===== src/rtl/hazard_fwd_ctrl.sv =====
// Hazard/forwarding controller beside the ID/EX register: tracks dst info for EX/MEM/WB,
// raises load-use stall and branch flush, and registers forward selects for the next EX cycle.
module hazard_fwd_ctrl (
  input  logic        clk,
  input  logic        rst,
  input  logic        id_valid,
  input  logic [3:0]  id_src0,
  input  logic [3:0]  id_src1,
  input  logic        id_use_src0,
  input  logic        id_use_src1,
  input  logic [3:0]  id_dst,
  input  logic        id_we,
  input  logic        id_load,
  input  logic        br_ctrl,
  output logic        stall,
  output logic        flush,
  output logic [1:0]  forwardA,
  output logic [1:0]  forwardB,
  output logic [15:0] stall_count,
  output logic [15:0] flush_count
);

  typedef struct packed {
    logic [3:0] dst;
    logic       we;
    logic       load;
  } shadow_t;

  shadow_t    ex_reg, mem_reg, wb_reg, ex_next;
  logic       ex_eff, mem_eff, hazard, issue;
  logic [1:0] fwd_a_next, fwd_b_next;

  // A write to R0 is discarded, so it can never be a producer.
  assign ex_eff  = ex_reg.we  & (ex_reg.dst  != 4'd0);
  assign mem_eff = mem_reg.we & (mem_reg.dst != 4'd0);

  assign hazard = id_valid & ex_eff & ex_reg.load &
                  ((id_use_src0 & (ex_reg.dst == id_src0)) |
                   (id_use_src1 & (ex_reg.dst == id_src1)));

  assign flush = br_ctrl & ~rst;
  assign stall = hazard & ~br_ctrl & ~rst;
  assign issue = id_valid & ~stall & ~flush;

  function automatic logic [1:0] fwd_sel(input logic rd, input logic [3:0] src,
                                         input shadow_t ex_s, input logic ex_w,
                                         input shadow_t mem_s, input logic mem_w);
    if (rd && ex_w && !ex_s.load && ex_s.dst == src)
      return 2'b10;
    else if (rd && mem_w && mem_s.dst == src)
      return 2'b01;
    else
      return 2'b00;
  endfunction

  always_comb begin
    ex_next    = '0;
    fwd_a_next = 2'b00;
    fwd_b_next = 2'b00;
    if (issue) begin
      ex_next    = '{dst: id_dst, we: id_we, load: id_load};
      fwd_a_next = fwd_sel(id_use_src0, id_src0, ex_reg, ex_eff, mem_reg, mem_eff);
      fwd_b_next = fwd_sel(id_use_src1, id_src1, ex_reg, ex_eff, mem_reg, mem_eff);
    end
  end

  always_ff @(posedge clk or posedge rst) begin
    if (rst) begin
      ex_reg      <= '0;
      mem_reg     <= '0;
      wb_reg      <= '0;
      forwardA    <= 2'b00;
      forwardB    <= 2'b00;
      stall_count <= 16'd0;
      flush_count <= 16'd0;
    end else begin
      wb_reg   <= mem_reg;
      mem_reg  <= ex_reg;
      ex_reg   <= ex_next;
      forwardA <= fwd_a_next;
      forwardB <= fwd_b_next;
      if (stall && stall_count != 16'hFFFF)
        stall_count <= stall_count + 16'd1;
      if (flush && flush_count != 16'hFFFF)
        flush_count <= flush_count + 16'd1;
    end
  end

  // WB and the MEM load flag are tracked for pipeline visibility but feed no decision.
  logic unused_shadow;
  assign unused_shadow = ^{wb_reg, mem_reg.load};

endmodule


===== config.mk =====
export PLATFORM = sky130hd
export DESIGN_NAME = hazard_fwd_ctrl
export DESIGN_NICKNAME = d
export VERILOG_FILES = /design/src/rtl/hazard_fwd_ctrl.sv
export SDC_FILE = /design/constraint.sdc
export NUM_CORES = 1
export LEC_CHECK = 0
export CAP_MARGIN = 20
export CELL_PAD_IN_SITES_DETAIL_PLACEMENT = 0
export CELL_PAD_IN_SITES_GLOBAL_PLACEMENT = 1
export CORE_UTILIZATION = 26
export CTS_BUF_LIST = sky130_fd_sc_hd__clkbuf_2 sky130_fd_sc_hd__clkbuf_4 sky130_fd_sc_hd__clkbuf_8
export DETAILED_ROUTE_END_ITERATION = 12
export PLACE_DENSITY_LB_ADDON = 0.12
export SLEW_MARGIN = 10
export SYNTH_ARGS = -nofsm -noshare
export SYNTH_HDL_FRONTEND = slang
export SYNTH_SLANG_ARGS = --single-unit
export TNS_END_PERCENT = 10

===== constraint.sdc =====
create_clock -name clk -period 1.73 [get_ports clk]
set_input_delay 0.2595 -clock clk [delete_from_list [all_inputs] [get_ports clk]]
set_output_delay 0.2595 -clock clk [all_outputs]
set_load 0.01 [all_outputs]

==> results.toml, run 1 <==
# implementation run metrics
[worst_setup_path]
crit_end = "stall"
timing.rr.end = "stall_count[10]$_DFFE_PP0P_"
path_buffers = 2
worst_r2r_path_depth = 7
worstPathRequired_ps = 1470
worstPathArrival_ps = 1600
critPathTopFamily = "flip-flops"
crit_type = "reg2out"
start_kind = "flop"
crit_cells = 6
max_stage_delay_ps = 440
endpoint_kind = "output pin"
crit_chain = "xor2_1 > nor3_2 > nand3_2 > a21bo_1 > inv_2 > buf_6"
crit_path_max_fanout = 4

[clocking]
cts_tree = "yes"
cts_setup_buffers = 2
cts_resized = 22
htree_levels = 2
cts_buffer_depth = 2
clock-sinks = 47
root_buffer = "clkbuf_8"

[global_route]
gr-usage-met2_pct = 21.65
antenna_found_initial = 0
grt.busiest_layer = "met2"
grt_pass1_wl_um = 9197
use_met1_pct = 18.18
track_usage_pct = 13.44

[die]
taps = 105
core_area_sq_mm = 0.008217
fp_util_pct = 26.83
placementRows = 33
die_h_um = 94.09
dieArea_sq_mm = 0.008852
die_x_um = 94.09

[status]
status = "finished with violations"
violations = "negative setup slack"

[logic_synthesis]
xor_share_pct = 16.69
ys_ff = 47
ff_type = "dfrtp_1"
ys_sh_simple_pct = 21.91
ys_warn_count = 0
synthArstFlopShare_pct = 100.0
synth.most_common_cell = "dfrtp_1"
ys_top_cells_by_area = "dfrtp_1 53%, xnor2_1 8.7%, xor2_1 7.9%"
yosysSeqAreaShare_pct = 53.35
synth_cell_types = 34
ys_area_sq_mm = 0.002205
compound_area_share_pct = 3.689
netlist_instances = 194
ys_cells = 194
syn_avg_cell_area_sq_um = 11.36
adder_share_pct = 1.135
top_cell_area_share_pct = 53.35
top_area_cell = "dfrtp_1"
synthMuxAreaShare_pct = 2.043
logic_family = "simple AND/OR/NAND/NOR gates"

[sta]
max-slew-margin-rel_pct = 64.21
tightest_slew_ps = 534.4
rsz0062_at_grt = "yes"
min_period_ps = 1862
setup_viol = 13
setup_ws_ps = -131.9
finalMaxSlewViolations = 0

[drt]
met2WireLength_um = 2447
wl_per_cell_um = 12.37
maxUsedRoutingLayer = "met4"
dr.first_iter.drc_count = 38
vias = 1834
wl_met1_um = 2477
antenna_left = 0
routed_via_density = 4.377

[cells_and_area]
drive_above_1_share_pct = 30.25
fill_cells = 816
nonClockInverterCount = 4
final-clk-cell-share_pct = 2.377
comb_area_share_pct = 31.11
comb_cells = 142
areaGrowthSynthToFinish_pct = 59.99
postLayoutCellArea_sq_mm = 0.003527
antennaDiodeCount = 0
postLayoutCoreUtil_pct = 42.93
lay_top_count = "clkdlybuf4s50_1"
combGateArea_sq_mm = 0.001097
flops = 47
nonClockBufferCount = 114
sh_seq_area_pct = 33.49

[min_path]
hp-start = "ex_reg[5]$_DFF_PP0_"
whs_path_depth = 0

[place]
finalWeightedCongestion = 0.7481
hpwl_um = 4017
postPlaceCellArea_sq_mm = 0.003321
placedCellCount = 409

[power]
power.density_mw_per_mm2 = 710.8
power_frac_seq_pct = 49.3
p_clk_share_pct = 25.8
p_comb_uw = 625
powerSeq_mw = 1.24
p_leak_nw = 1.601
switching_share_pct = 25.92
switchingPower_uw = 649.9
peakVddDrop_mv = 0.5005
power.total_mw = 2.507
intPower_mw = 1.857

[job]
tool_warnings = 29
cap_violations = 0
run_1/floorplan.png
Bar = 20 um. Pins as bars on the die edge. Tap cells in grey.
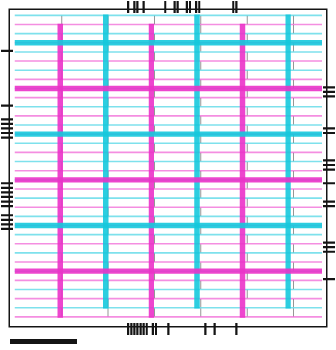
| net | colour |
|---|---|
| VSS | magenta |
| VDD | cyan |
met4 straps: 6
met1 rails: 34

run_1/class_map.png
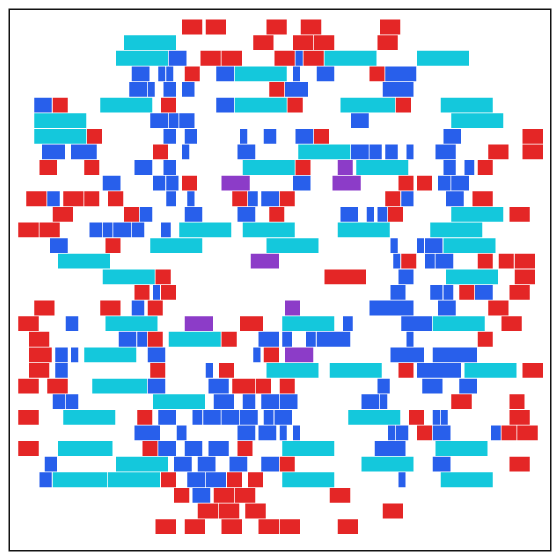
| class | colour | cells |
|---|---|---|
| remaining buffers and delay cells | red | 114 |
| remaining logic cells | blue | 146 |
| registers | cyan | 47 |
| clock drivers and dummy loads | purple | 7 |

run_1/clock_wires.png
Bar = 20 um.
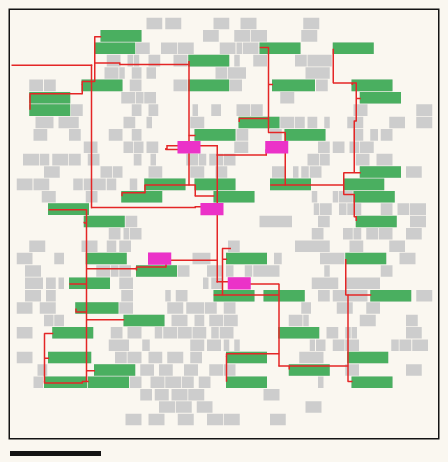
[clock-net drivers] magenta | count: 5
[clock wires] red | length: 596 um
[flip-flops] green | count: 47
routed clock nets: 6
Clk. pwr: 647 uW
Skew-Pair Late Insertion Delay: 290 ps
Setup Skew: 5.047 ps

==> run 2: changes to the inputs <==
- SLEW_MARGIN: 10 -> 20
==> run 2 against run 1 <==
The flow still finishes with violations (negative setup slack). Largest power group unchanged. Utilization unchanged. Synthesized area unchanged. Clock skew unchanged. Sequential power about the same.
==> results.toml, run 2 <==
# implementation run metrics
[sta]
finalMaxSlewViolations = 0
tightest_slew_ps = 534.4
setup_viol = 13
max-slew-margin-rel_pct = 64.21
clock_skew_ps = 5.047
setup_ws_ps = -131.9
final_hold_viol_count = 0
rsz0062_at_grt = "yes"
min_period_ps = 1862

[worst_setup_path]
worstPathRequired_ps = 1470
worstPathArrival_ps = 1600
start_kind = "flop"
max_stage_delay_ps = 440
path_buffers = 2
crit_cells = 6
endpoint_kind = "output pin"
crit_path_max_fanout = 4
critPathTopFamily = "flip-flops"
crit_chain = "xor2_1 > nor3_2 > nand3_2 > a21bo_1 > inv_2 > buf_6"
crit_end = "stall"
timing.rr.end = "stall_count[10]$_DFFE_PP0P_"
crit_type = "reg2out"
worst_r2r_path_depth = 7
timing.rr.start = "ex_reg[4]$_DFF_PP0_"
slowest_stage = "dfrtp_2"

[die]
core_area_sq_mm = 0.008217
dieArea_sq_mm = 0.008852
die_x_um = 94.09
fp_util_pct = 26.83
die_h_um = 94.09
taps = 105
ios = 58
placementRows = 33

[logic_synthesis]
logic_family = "simple AND/OR/NAND/NOR gates"
top_cell_area_share_pct = 53.35
top_area_cell = "dfrtp_1"
ys_ff = 47
ys_sh_simple_pct = 21.91
ys_cells = 194
yosysSeqAreaShare_pct = 53.35
ys_top_cells_by_area = "dfrtp_1 53%, xnor2_1 8.7%, xor2_1 7.9%"
syn_avg_cell_area_sq_um = 11.36
compound_area_share_pct = 3.689
ys_warn_count = 0
adder_share_pct = 1.135
synthArstFlopShare_pct = 100.0
ys_area_sq_mm = 0.002205
synth.most_common_cell = "dfrtp_1"
ff_type = "dfrtp_1"
netlist_instances = 194
synth_cell_types = 34
synthMuxAreaShare_pct = 2.043
edf_count = 0
xor_share_pct = 16.69

[place]
hpwl_um = 4017
finalWeightedCongestion = 0.7481
postPlaceCellArea_sq_mm = 0.003321
placedCellCount = 409

[status]
violations = "negative setup slack"
status = "finished with violations"

[clocking]
cts_buffer_depth = 2
root_buffer = "clkbuf_8"
htree_levels = 2
cts_resized = 22
clock-sinks = 47
cts_tree = "yes"
cts_hold_buffers = 0
cts_setup_buffers = 2
clk_pin_slew_ps = 80
clock_latency_ps = 290

[cells_and_area]
postLayoutCoreUtil_pct = 42.93
largest_class = "flip-flops and latches"
nonClkBufAreaFrac_pct = 28.88
drive_above_1_share_pct = 30.25
combGateArea_sq_mm = 0.001097
areaGrowthSynthToFinish_pct = 59.99
lay_top_count = "clkdlybuf4s50_1"
final-clk-cell-share_pct = 2.377
comb_area_share_pct = 31.11
nonClockBufferCount = 114
sh_seq_area_pct = 33.49
fill_cells = 816
nonClockInverterCount = 4
antennaDiodeCount = 0
flops = 47
fin_nets = 336
postLayoutCellArea_sq_mm = 0.003527
comb_cells = 142

[global_route]
grt_max_degree = 25
antenna_found_initial = 0
track_usage_pct = 13.44
gr-usage-met2_pct = 21.65
grt.busiest_layer = "met2"
use_met1_pct = 18.18
grt_pass1_vias = 1900
grt_pass1_wl_um = 9197

[drt]
maxUsedRoutingLayer = "met4"
routed_via_density = 4.377
wl_met1_um = 2477
wl_met3_um = 197
routed_wirelength_um = 5184
first_pass_iters = 4
dr.first_iter.drc_count = 38
vias = 1834
antenna_left = 0
met2WireLength_um = 2447
wl_per_cell_um = 12.37

[min_path]
min_to = "mem_reg[5]$_DFF_PP0_"
whs_path_depth = 0
hp-start = "ex_reg[5]$_DFF_PP0_"

[power]
powerSeq_mw = 1.24
power_frac_seq_pct = 49.3
switching_share_pct = 25.92
p_comb_uw = 625
switchingPower_uw = 649.9
clock_power_uw = 647
maxPowerGroup = "sequential cells"
p_clk_share_pct = 25.8
peakVddDrop_mv = 0.5005
intPower_mw = 1.857
power.density_mw_per_mm2 = 710.8
p_leak_nw = 1.601
power.total_mw = 2.507

[job]
tool_warnings = 29
cap_violations = 0
run_2/layers.png
Bar = 20 um. Only two layers are drawn.
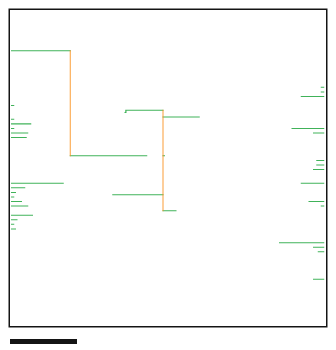
| layer | colour | wire length |
|---|---|---|
| M4 | orange | 61.2 um |
| M3 | green | 198 um |

==> run 3: changes to the inputs <==
- SLEW_MARGIN: 20 -> 0
run_3/clock_wires.png
Bar = 20 um.
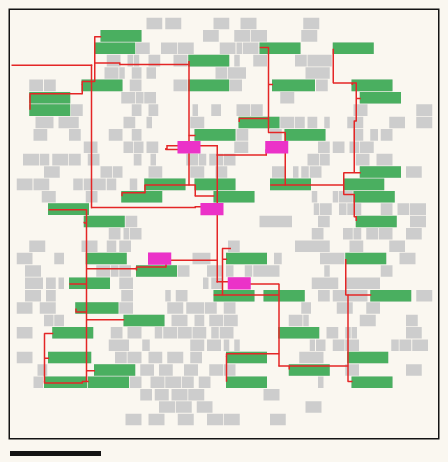
[flip-flops] green | count: 47
[clock wires] red | length: 596 um
[clock-net drivers] magenta | count: 5
flops lie: all over the die
routed clock nets: 6

==> run 3 against run 2 <==
The flow still finishes with violations (negative setup slack). Sequential power about the same. Synthesized cell count stayed put. Worst hold slack is the same. Combinational power is essentially flat. Critical path type unchanged. Utilization unchanged. Synthesized area unchanged. Routed wire length is the same. Power did not move. First-iteration DRC count unchanged. Cell count is the same. Maximum frequency unchanged. Largest cell class unchanged. Register-to-register slack hardly changed.
==> results.toml, run 3 <==
# implementation run metrics
[logic_synthesis]
ys_top_cells_by_area = "dfrtp_1 53%, xnor2_1 8.7%, xor2_1 7.9%"
edf_count = 0
synth_cell_types = 34
syn_avg_cell_area_sq_um = 11.36
synthArstFlopShare_pct = 100.0
top_area_cell = "dfrtp_1"
ff_type = "dfrtp_1"
ys_warn_count = 0
logic_family = "simple AND/OR/NAND/NOR gates"
yosysSeqAreaShare_pct = 53.35
synthMuxAreaShare_pct = 2.043
adder_share_pct = 1.135
compound_area_share_pct = 3.689
top_cell_area_share_pct = 53.35
ys_ff = 47

[die]
die_x_um = 94.09
ios = 58
core_area_sq_mm = 0.008217
taps = 105
fp_util_pct = 26.83
placementRows = 33

[power]
peakVddDrop_mv = 0.5005
clock_power_uw = 647
power.total_mw = 2.507
power_frac_seq_pct = 49.3
switchingPower_uw = 649.9
power.density_mw_per_mm2 = 710.8
switching_share_pct = 25.92
powerSeq_mw = 1.24
intPower_mw = 1.857
p_leak_nw = 1.601
maxPowerGroup = "sequential cells"
p_clk_share_pct = 25.8

[cells_and_area]
postLayoutCellArea_sq_mm = 0.003527
fin_nets = 336
combGateArea_sq_mm = 0.001097
nonClockInverterCount = 4
nonClkBufAreaFrac_pct = 28.88
largest_class = "flip-flops and latches"
lay_top_count = "clkdlybuf4s50_1"
sh_seq_area_pct = 33.49
postLayoutCoreUtil_pct = 42.93
comb_area_share_pct = 31.11
nonClockBufferCount = 114
antennaDiodeCount = 0
flops = 47
comb_cells = 142
areaGrowthSynthToFinish_pct = 59.99
fill_cells = 816

[place]
finalWeightedCongestion = 0.7481
placedCellCount = 409
postPlaceCellArea_sq_mm = 0.003321

[global_route]
grt_pass1_wl_um = 9197
antenna_found_initial = 0
grt_max_degree = 25
grt.busiest_layer = "met2"
use_met1_pct = 18.18

[min_path]
hp-start = "ex_reg[5]$_DFF_PP0_"
whs_path_depth = 0
min_to = "mem_reg[5]$_DFF_PP0_"

[drt]
first_pass_iters = 4
met2WireLength_um = 2447
maxUsedRoutingLayer = "met4"
wl_met3_um = 197
wl_per_cell_um = 12.37
dr.first_iter.drc_count = 38
antenna_left = 0
routed_wirelength_um = 5184
routed_via_density = 4.377

[worst_setup_path]
endpoint_kind = "output pin"
worstPathRequired_ps = 1470
path_buffers = 2
timing.rr.end = "stall_count[10]$_DFFE_PP0P_"
worstPathArrival_ps = 1600
crit_path_max_fanout = 4
timing.rr.start = "ex_reg[4]$_DFF_PP0_"
crit_end = "stall"
worst_r2r_path_depth = 7
slowest_stage = "dfrtp_2"
crit_chain = "xor2_1 > nor3_2 > nand3_2 > a21bo_1 > inv_2 > buf_6"
critPathTopFamily = "flip-flops"

[sta]
clock_skew_ps = 5.047
max-slew-margin-rel_pct = 64.21
min_period_ps = 1862
setup_viol = 13
setup_ws_ps = -131.9
final_hold_viol_count = 0
tightest_slew_ps = 534.4
rsz0062_at_grt = "yes"

[clocking]
clock_latency_ps = 290
cts_tree = "yes"
root_buffer = "clkbuf_8"
htree_levels = 2
cts_buffer_depth = 2
cts_hold_buffers = 0
cts_setup_buffers = 2

[job]
tool_warnings = 29

[status]
status = "finished with violations"
violations = "negative setup slack"
Power is estimated from default activity; no workload was simulated.
